## src/rtl/stitch_pkg.sv

```systemverilog
// Shared types, defaults and typedef macros for the stitch interconnect endpoints.
// Latency: n/a (declarations only).
// Backpressure: n/a (declarations only).
//
// The struct typedefs depend on per-instance widths, so they are generated by
// macros invoked inside each module after its own width typedefs exist.

`ifndef STITCH_PKG_SV
`define STITCH_PKG_SV

// TCDM request/response as seen by the router.
`define STITCH_TYPEDEF_TCDM_REQ_T(req_t, addr_t, data_t, strb_t) \
  typedef struct packed {                                          \
    logic  valid;                                                  \
    addr_t addr;                                                   \
    logic  write;                                                  \
    data_t data;                                                   \
    strb_t strb;                                                   \
  } req_t;

`define STITCH_TYPEDEF_TCDM_RSP_T(rsp_t, data_t) \
  typedef struct packed {                        \
    logic  valid;                                \
    data_t data;                                 \
  } rsp_t;

// Per-bank request payload (handshake carried separately).
`define STITCH_TYPEDEF_BANK_Q_T(q_t, addr_t, data_t, strb_t) \
  typedef struct packed {                                      \
    addr_t addr;                                               \
    logic  write;                                              \
    data_t data;                                               \
    strb_t strb;                                               \
  } q_t;

// Per-bank response payload.
`define STITCH_TYPEDEF_BANK_P_T(p_t, data_t) \
  typedef struct packed {                    \
    data_t data;                             \
  } p_t;

`endif

package stitch_pkg;

  localparam int unsigned StitchDefaultBankLatency  = 1;
  localparam int unsigned StitchDefaultRspFifoDepth = 3;

  // Number of byte enables for a given data width.
  function automatic int unsigned stitch_strb_width(input int unsigned data_width);
    return data_width / 8;
  endfunction

endpackage

```

## src/rtl/stitch_rsp_fifo.sv

```systemverilog
// Synchronous-reset FIFO with registered storage and no fall-through.
// Latency: a push in cycle t is visible on data_o/empty_o in cycle t+1.
// Backpressure: full_o when Depth entries held; push while full only legal with a pop.
//
// Ports:
//   clk_i, rst_i      clock, synchronous active-high reset
//   push_i, data_i    write side
//   pop_i, data_o     read side; data_o is the head entry, 0 while empty
//   full_o, empty_o   occupancy flags

module stitch_rsp_fifo #(
  parameter int unsigned Width = 32,
  parameter int unsigned Depth = 3
) (
  input  logic             clk_i,
  input  logic             rst_i,
  input  logic             push_i,
  input  logic [Width-1:0] data_i,
  input  logic             pop_i,
  output logic [Width-1:0] data_o,
  output logic             full_o,
  output logic             empty_o
);

  localparam int unsigned PtrWidth = (Depth > 1) ? $clog2(Depth) : 1;
  localparam int unsigned CntWidth = $clog2(Depth + 1);
  localparam logic [PtrWidth-1:0] LastPtr = PtrWidth'(Depth - 1);
  localparam logic [CntWidth-1:0] CntFull = CntWidth'(Depth);

  if (Depth < 1) begin : g_bad_depth
    $error("stitch_rsp_fifo: Depth must be at least 1");
  end

  logic [Width-1:0]    mem_q [Depth];
  logic [PtrWidth-1:0] wr_ptr_q;
  logic [PtrWidth-1:0] rd_ptr_q;
  logic [CntWidth-1:0] count_q;
  logic                push_en;
  logic                pop_en;

  // Pointers wrap explicitly so non-power-of-two depths work.
  function automatic logic [PtrWidth-1:0] ptr_inc(input logic [PtrWidth-1:0] p);
    return (p == LastPtr) ? '0 : p + PtrWidth'(1);
  endfunction

  assign full_o  = (count_q == CntFull);
  assign empty_o = (count_q == '0);

  // A pop frees the slot the push needs, so push on a full FIFO is fine then.
  assign pop_en  = pop_i & ~empty_o;
  assign push_en = push_i & (~full_o | pop_en);

  always_ff @(posedge clk_i) begin
    if (rst_i) begin
      wr_ptr_q <= '0;
      rd_ptr_q <= '0;
      count_q  <= '0;
      for (int i = 0; i < int'(Depth); i++) begin
        mem_q[i] <= '0;
      end
    end else begin
      if (push_en) begin
        mem_q[wr_ptr_q] <= data_i;
        wr_ptr_q        <= ptr_inc(wr_ptr_q);
      end
      if (pop_en) begin
        rd_ptr_q <= ptr_inc(rd_ptr_q);
      end
      case ({push_en, pop_en})
        2'b10:   count_q <= count_q + CntWidth'(1);
        2'b01:   count_q <= count_q - CntWidth'(1);
        default: count_q <= count_q;
      endcase
    end
  end

  assign data_o = empty_o ? '0 : mem_q[rd_ptr_q];

  always_ff @(posedge clk_i) begin
    if (!rst_i) begin
      assert (!(push_i && full_o && !pop_en))
        else $error("stitch_rsp_fifo: push while full");
    end
  end

endmodule

```

## src/rtl/stitch_bank_adapter.sv

```systemverilog
// Per-bank endpoint: TCDM request/response stream to a fixed-latency single-port SRAM.
// Latency: request accepted in cycle t gives p_valid_o in cycle t+BankLatency+1.
// Backpressure: credit counter caps outstanding requests at RspFifoDepth; q_ready_o
//               depends on the counter only, so a stalled response side never drops data.
//
// Ports:
//   clk_i, rst_i                         clock, synchronous active-high reset
//   q_valid_i/q_ready_o, q_addr_i,
//   q_write_i, q_data_i, q_strb_i        request channel from the router
//   p_valid_o/p_ready_i, p_data_o        response channel (read data, 0 for writes)
//   mem_req_o, mem_we_o, mem_addr_o,
//   mem_wdata_o, mem_be_o, mem_rdata_i   SRAM pins

module stitch_bank_adapter
  import stitch_pkg::*;
#(
  parameter int unsigned DataWidth    = 32,
  parameter int unsigned AddrWidth    = 10,
  parameter int unsigned BankLatency  = StitchDefaultBankLatency,
  parameter int unsigned RspFifoDepth = StitchDefaultRspFifoDepth
) (
  input  logic                   clk_i,
  input  logic                   rst_i,
  input  logic                   q_valid_i,
  output logic                   q_ready_o,
  input  logic [AddrWidth-1:0]   q_addr_i,
  input  logic                   q_write_i,
  input  logic [DataWidth-1:0]   q_data_i,
  input  logic [DataWidth/8-1:0] q_strb_i,
  output logic                   p_valid_o,
  input  logic                   p_ready_i,
  output logic [DataWidth-1:0]   p_data_o,
  output logic                   mem_req_o,
  output logic                   mem_we_o,
  output logic [AddrWidth-1:0]   mem_addr_o,
  output logic [DataWidth-1:0]   mem_wdata_o,
  output logic [DataWidth/8-1:0] mem_be_o,
  input  logic [DataWidth-1:0]   mem_rdata_i
);

  localparam int unsigned StrbWidth = stitch_strb_width(DataWidth);
  localparam int unsigned CntWidth  = $clog2(RspFifoDepth + 1);
  localparam logic [CntWidth-1:0] CntMax = CntWidth'(RspFifoDepth);

  if (DataWidth == 0 || (DataWidth % 8) != 0) begin : g_bad_data_width
    $error("stitch_bank_adapter: DataWidth must be a non-zero multiple of 8");
  end
  if (BankLatency < 1) begin : g_bad_latency
    $error("stitch_bank_adapter: BankLatency must be at least 1");
  end
  if (RspFifoDepth < 1) begin : g_bad_depth
    $error("stitch_bank_adapter: RspFifoDepth must be at least 1");
  end

  typedef logic [AddrWidth-1:0] addr_t;
  typedef logic [DataWidth-1:0] data_t;
  typedef logic [StrbWidth-1:0] strb_t;

  `STITCH_TYPEDEF_BANK_Q_T(bank_q_t, addr_t, data_t, strb_t)
  `STITCH_TYPEDEF_BANK_P_T(bank_p_t, data_t)

  bank_q_t q_req;
  bank_p_t rsp_in;
  bank_p_t rsp_out;

  logic                q_acc;
  logic                p_acc;
  logic [CntWidth-1:0] cnt_q;

  logic [BankLatency-1:0] pipe_vld_q;
  logic [BankLatency-1:0] pipe_wr_q;

  logic rsp_push;
  logic rsp_full;
  logic rsp_empty;

  // ---------------------------------------------------------------------------
  // Request side: accept straight into the SRAM in the same cycle.
  // ---------------------------------------------------------------------------
  assign q_req = '{addr: q_addr_i, write: q_write_i, data: q_data_i, strb: q_strb_i};

  // Every outstanding request owns a FIFO slot, hence the FIFO cannot overflow.
  assign q_ready_o = !rst_i && (cnt_q < CntMax);
  assign q_acc     = q_valid_i & q_ready_o;

  assign mem_req_o   = q_acc;
  assign mem_we_o    = q_req.write;
  assign mem_addr_o  = q_req.addr;
  assign mem_wdata_o = q_req.data;
  assign mem_be_o    = q_req.strb;

  // Outstanding = accepted but response not yet handshaken.
  always_ff @(posedge clk_i) begin
    if (rst_i) begin
      cnt_q <= '0;
    end else begin
      case ({q_acc, p_acc})
        2'b10:   cnt_q <= cnt_q + CntWidth'(1);
        2'b01:   cnt_q <= cnt_q - CntWidth'(1);
        default: cnt_q <= cnt_q;
      endcase
    end
  end

  // ---------------------------------------------------------------------------
  // Tracking pipeline: mirrors the SRAM latency so the last stage lines up with
  // mem_rdata_i. It never stalls; the credit guarantees room at the FIFO.
  // ---------------------------------------------------------------------------
  always_ff @(posedge clk_i) begin
    if (rst_i) begin
      pipe_vld_q <= '0;
      pipe_wr_q  <= '0;
    end else begin
      pipe_vld_q[0] <= q_acc;
      pipe_wr_q[0]  <= q_req.write;
      for (int i = 1; i < int'(BankLatency); i++) begin
        pipe_vld_q[i] <= pipe_vld_q[i-1];
        pipe_wr_q[i]  <= pipe_wr_q[i-1];
      end
    end
  end

  assign rsp_push = pipe_vld_q[BankLatency-1];

  // Writes return a zero data word so the router sees one response per request.
  always_comb begin
    rsp_in = '0;
    if (!pipe_wr_q[BankLatency-1]) begin
      rsp_in.data = mem_rdata_i;
    end
  end

  // ---------------------------------------------------------------------------
  // Response buffer
  // ---------------------------------------------------------------------------
  stitch_rsp_fifo #(
    .Width ($bits(bank_p_t)),
    .Depth (RspFifoDepth)
  ) i_rsp_fifo (
    .clk_i   (clk_i),
    .rst_i   (rst_i),
    .push_i  (rsp_push),
    .data_i  (rsp_in),
    .pop_i   (p_acc),
    .data_o  (rsp_out),
    .full_o  (rsp_full),
    .empty_o (rsp_empty)
  );

  // Suppressed while reset is held so flushed entries are never offered.
  assign p_valid_o = !rst_i && !rsp_empty;
  assign p_acc     = p_valid_o & p_ready_i;
  assign p_data_o  = p_valid_o ? rsp_out.data : '0;

  always_ff @(posedge clk_i) begin
    if (!rst_i) begin
      assert (!(rsp_push && rsp_full && !p_acc))
        else $error("stitch_bank_adapter: response FIFO overflow");
      assert (cnt_q <= CntMax)
        else $error("stitch_bank_adapter: outstanding counter out of range");
    end
  end

endmodule
```

## config.mk

```make
export PLATFORM = sky130hd
export DESIGN_NAME = stitch_bank_adapter
export DESIGN_NICKNAME = d
export VERILOG_FILES = /design/src/rtl/stitch_pkg.sv /design/src/rtl/stitch_rsp_fifo.sv /design/src/rtl/stitch_bank_adapter.sv
export SDC_FILE = /design/constraint.sdc
export NUM_CORES = 1
export LEC_CHECK = 0
export CORE_MARGIN = 2
export CORE_UTILIZATION = 45
export DETAILED_ROUTE_END_ITERATION = 8
export PLACE_DENSITY = 0.75
export SLEW_MARGIN = 0
export SYNTH_ARGS = -nofsm -noshare
export SYNTH_HDL_FRONTEND = slang
export SYNTH_SLANG_ARGS = --single-unit
export TNS_END_PERCENT = 1
```

## constraint.sdc

```tcl
create_clock -name clk_i -period 5.8 [get_ports clk_i]
set_input_delay 1.16 -clock clk_i [delete_from_list [all_inputs] [get_ports clk_i]]
set_output_delay 1.16 -clock clk_i [all_outputs]
set_load 0.05 [all_outputs]
```

==> run_1/placed.png <==
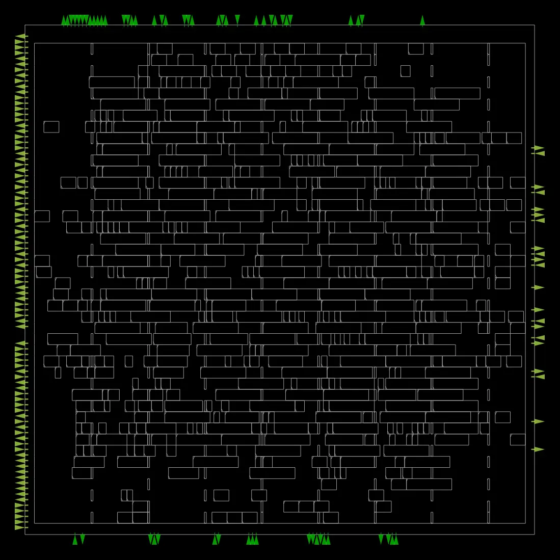
seq_cells: 140
core area: 0.0140 mm^2
Final Core Density: 54.1%

==> run_1/port_trees.png <==
The bar under the picture is 20 um long.
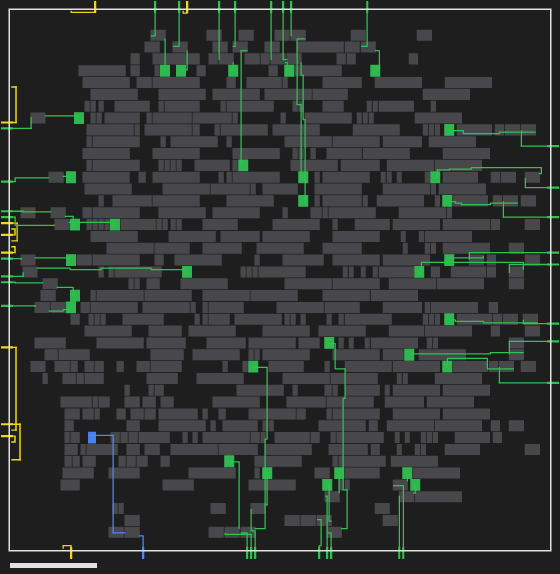
- q_ready_o: blue (bits 1; direction output; edge bottom; end cells 1; buffers 1; wire 34.5 um)
- mem_addr_o: yellow (bits 10; direction output; edge 7 left, 2 top, 1 bottom; end cells 0; buffers 0; wire 68.4 um)
- mem_rdata_i: green (bits 32; direction input; edge 8 left, 8 bottom, 8 right, 8 top; end cells 32; buffers 32; wire 810 um)

==> run_1/class_map.png <==
Fill, decap, tap and diode cells in grey.
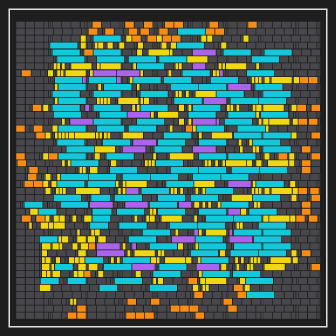
- remaining buffers and delay cells: orange (cells 75)
- remaining logic cells: yellow (cells 269)
- registers: cyan (cells 140)
- clock drivers and dummy loads: purple (cells 32)

==> run_1/layers.png <==
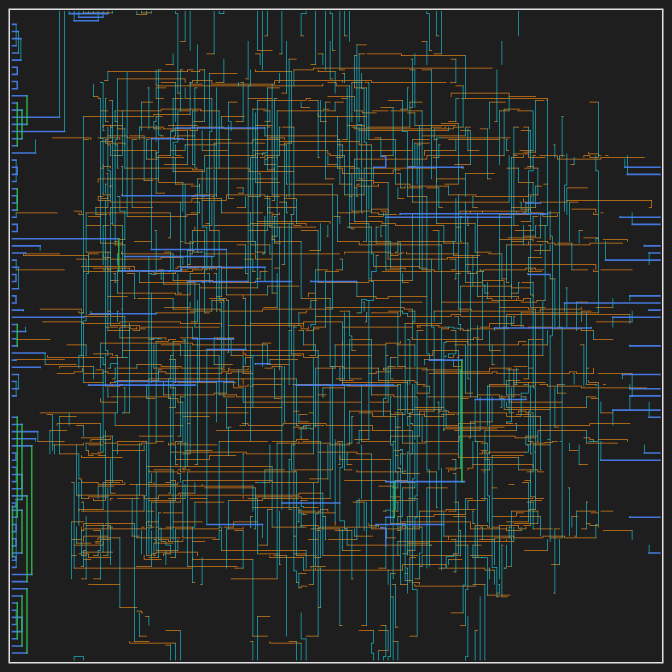
- M4: green (wire length 184 um)
- M1: orange (wire length 5260 um)
- M3: blue (wire length 736 um)
- M2: cyan (wire length 6520 um)

==> CHANGELOG.md, run 1 <==
## Flow update

* Slowest Stage Delay on Critical Path at 0.81 ns
* Logic pwr share at 10.3%
* # placed instances at 664
* Inverters at 35
* Cell Area, Synth at 0.00649 mm^2
* Critical Path Fanout Max at 36
* Die width at 124 um
* Data buffer area share at 9.83%
* Netlist cell types at 28
* Fp_density at 46.4%
* FF-to-FF Start: pipe_vld_q$_SDFF_PP0_
* Fraction of area in registers at 54.0%
* Routed length per instance at 18.3 um
* Crit start category: primary input
* Dpl hpwl at 7210 um
* Most Used Layer, Global Route: met2
* Outcome: complete, no violations
* P_seq at 1170 uW
* Slew @ Worst Pin at 1.11 ns
* # IOs at 165
* Highest routed layer: met4
* Crit path buf inv count at 2
* CTS-repair resized insts at 0
* Layout filler cell count at 1144
* Syn Area/Cell at 13.6 um^2
* Floorplan Nets at 564
* FMAX at 208 MHz
* RR Endpoint: i_rsp_fifo.mem_q[0][25]$_SDFFCE_PN0P_
* Root Buffer: clkbuf_16
* Switching share of power at 21.9%
* R2R cell count at 3
* Final-report hold violation count at 0
* Top area contributor share at 59.2%
* Largest register FFs at 128
* Rel. slew slack at 25.6%
* Seq/Total Area, Yosys at 62.9%
* Layout area overhead at 16.5%
* GR Util All Layers at 17.5%
* Post-DP Area at 0.00697 mm^2
* TritonCTS Buffers at 17
* Largest net degree at the start of global routing at 37
==> run 2: changes to the inputs <==
--- a/config.mk
+++ b/config.mk
@@ -8,7 +8,7 @@
 export CORE_MARGIN = 2
 export CORE_UTILIZATION = 45
 export DETAILED_ROUTE_END_ITERATION = 8
-export PLACE_DENSITY = 0.75
+export PLACE_DENSITY = 0.78
 export SLEW_MARGIN = 0
 export SYNTH_ARGS = -nofsm -noshare
 export SYNTH_HDL_FRONTEND = slang
==> constraint.sdc (replaced) <==
create_clock -name clk_i -period 4.1 [get_ports clk_i]
set_input_delay 0.82 -clock clk_i [delete_from_list [all_inputs] [get_ports clk_i]]
set_output_delay 0.82 -clock clk_i [all_outputs]
set_load 0.05 [all_outputs]
==> run 2 against run 1 <==
  * Sequential power up 41%
  * Clock-buffer cell count decreased by 6
  * Sequential cell count is the same
  * Power up 42%
  * Synthesized area did not move
  * Clock power rose by 39%
  * Synthesized cell count is the same
  * Combinational power grew 65%
  * Cell area up 4.6%
  * Routed wire length increased by 2.0%
  * Largest power group unchanged
==> CHANGELOG.md, run 2 <==
## Flow update

* Max clock buf depth at 2
* Fraction of area in registers at 51.6% (-2.4 points)
* # placed instances at 671 (+1.1%)
* Seq_cells at 140 (unchanged)
* Core area at 0.0140 mm^2 (unchanged)
* Dominant comb cell: simple AND/OR/NAND/NOR gates
* GR Util All Layers at 18.3% (+0.78 points)
* Crit start category: primary input
* Cell Area, Synth at 0.00649 mm^2 (unchanged)
* Switching share of power at 22.0% (+0.13 points)
* Final-report hold violation count at 0 (unchanged)
* Gate Count Post-Synth at 479
* Top area contributor share at 59.2% (unchanged)
* Largest net degree at the start of global routing at 37 (unchanged)
* Root Buffer: clkbuf_16
* Max_cap viols at 0
* Rel. slew slack at 28.1% (+2.5 points)
* Layout area overhead at 21.9%
* Slew @ Worst Pin at 1.08 ns (-0.0372 ns)
* FMAX at 290 MHz
* FF-to-FF Start: i_rsp_fifo.count_q[0]$_SDFFE_PP0P_
* Met3 Usage GRT at 4.62%
* Min Clock Period, post-route at 3.45 ns
* Post-DP Area at 0.00735 mm^2 (+5.5%)
* Routed length per instance at 18.5 um (+1.2%)
* Met1 WL at 4940 um
* TritonCTS Buffers at 17 (unchanged)
* DRC viols at 0
* R2R cell count at 5 (+2)
* Largest register FFs at 128 (unchanged)
* Slowest Stage Delay on Critical Path at 0.70 ns (-0.11 ns)
* Sink Count at 140
* Most Used Layer, Global Route: met2
* Flip-flop and latch area at 0.00409 mm^2
* Critical Path Sink: p_data_o[25]
* TritonRoute pass-1 iters at 4
* Dpl hpwl at 8000 um (+11%)
* CTS-repair resized insts at 0 (unchanged)
* Netlist cell types at 28 (unchanged)
* # IOs at 165 (unchanged)
* Data buffer area share at 14.2% (+4.4 points)
* Outcome: complete, no violations
* Setup TNS at 0 ns
* Die width at 124 um (unchanged)
* CP Class: in -> out
* Seq/Total Area, Yosys at 62.9% (unchanged)
* Fp_density at 46.4% (unchanged)
* Logic pwr share at 12.0% (+1.7 points)
* Inverters at 35 (unchanged)
* Floorplan Nets at 564 (unchanged)
* RR Endpoint: i_rsp_fifo.count_q[1]$_SDFFE_PP0P_
* Highest routed layer: met4
==> run_2/placed.png <==
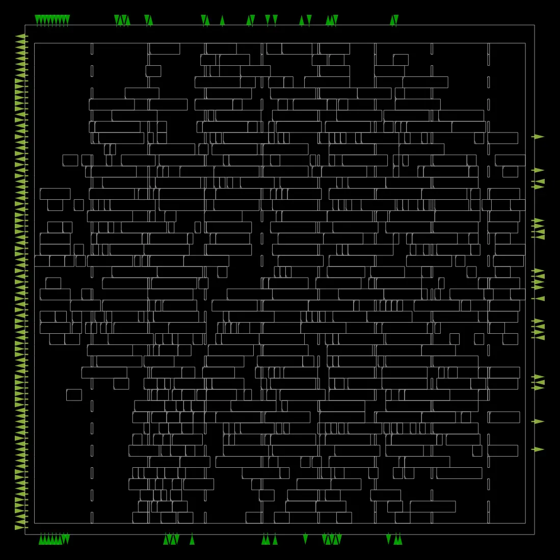
Layout Cells excl Fill: 702
layout filler cell count: 1114
Final Core Density: 56.6%
well tap count: 180
Cell Rows: 43

==> run_2/sizing.png <==
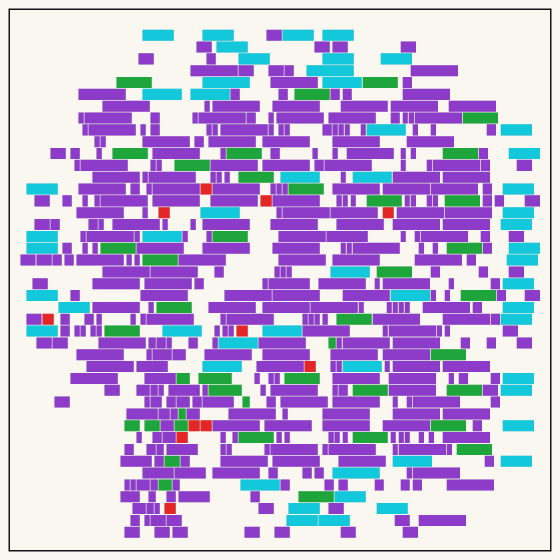
- x6 and larger: cyan (cells 53; most used buf_12)
- x2: green (cells 41; most used mux4_2)
- x1 and smaller: purple (cells 417; most used edfxtp_1)
- x3 and x4: red (cells 11; most used buf_4)

==> run_2/class_map.png <==
Fill, decap, tap and diode cells in grey.
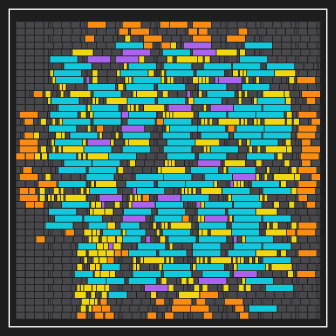
- remaining logic cells: yellow (cells 269)
- clock drivers and dummy loads: purple (cells 31)
- remaining buffers and delay cells: orange (cells 82)
- registers: cyan (cells 140)

Power is estimated from default activity; no workload was simulated.
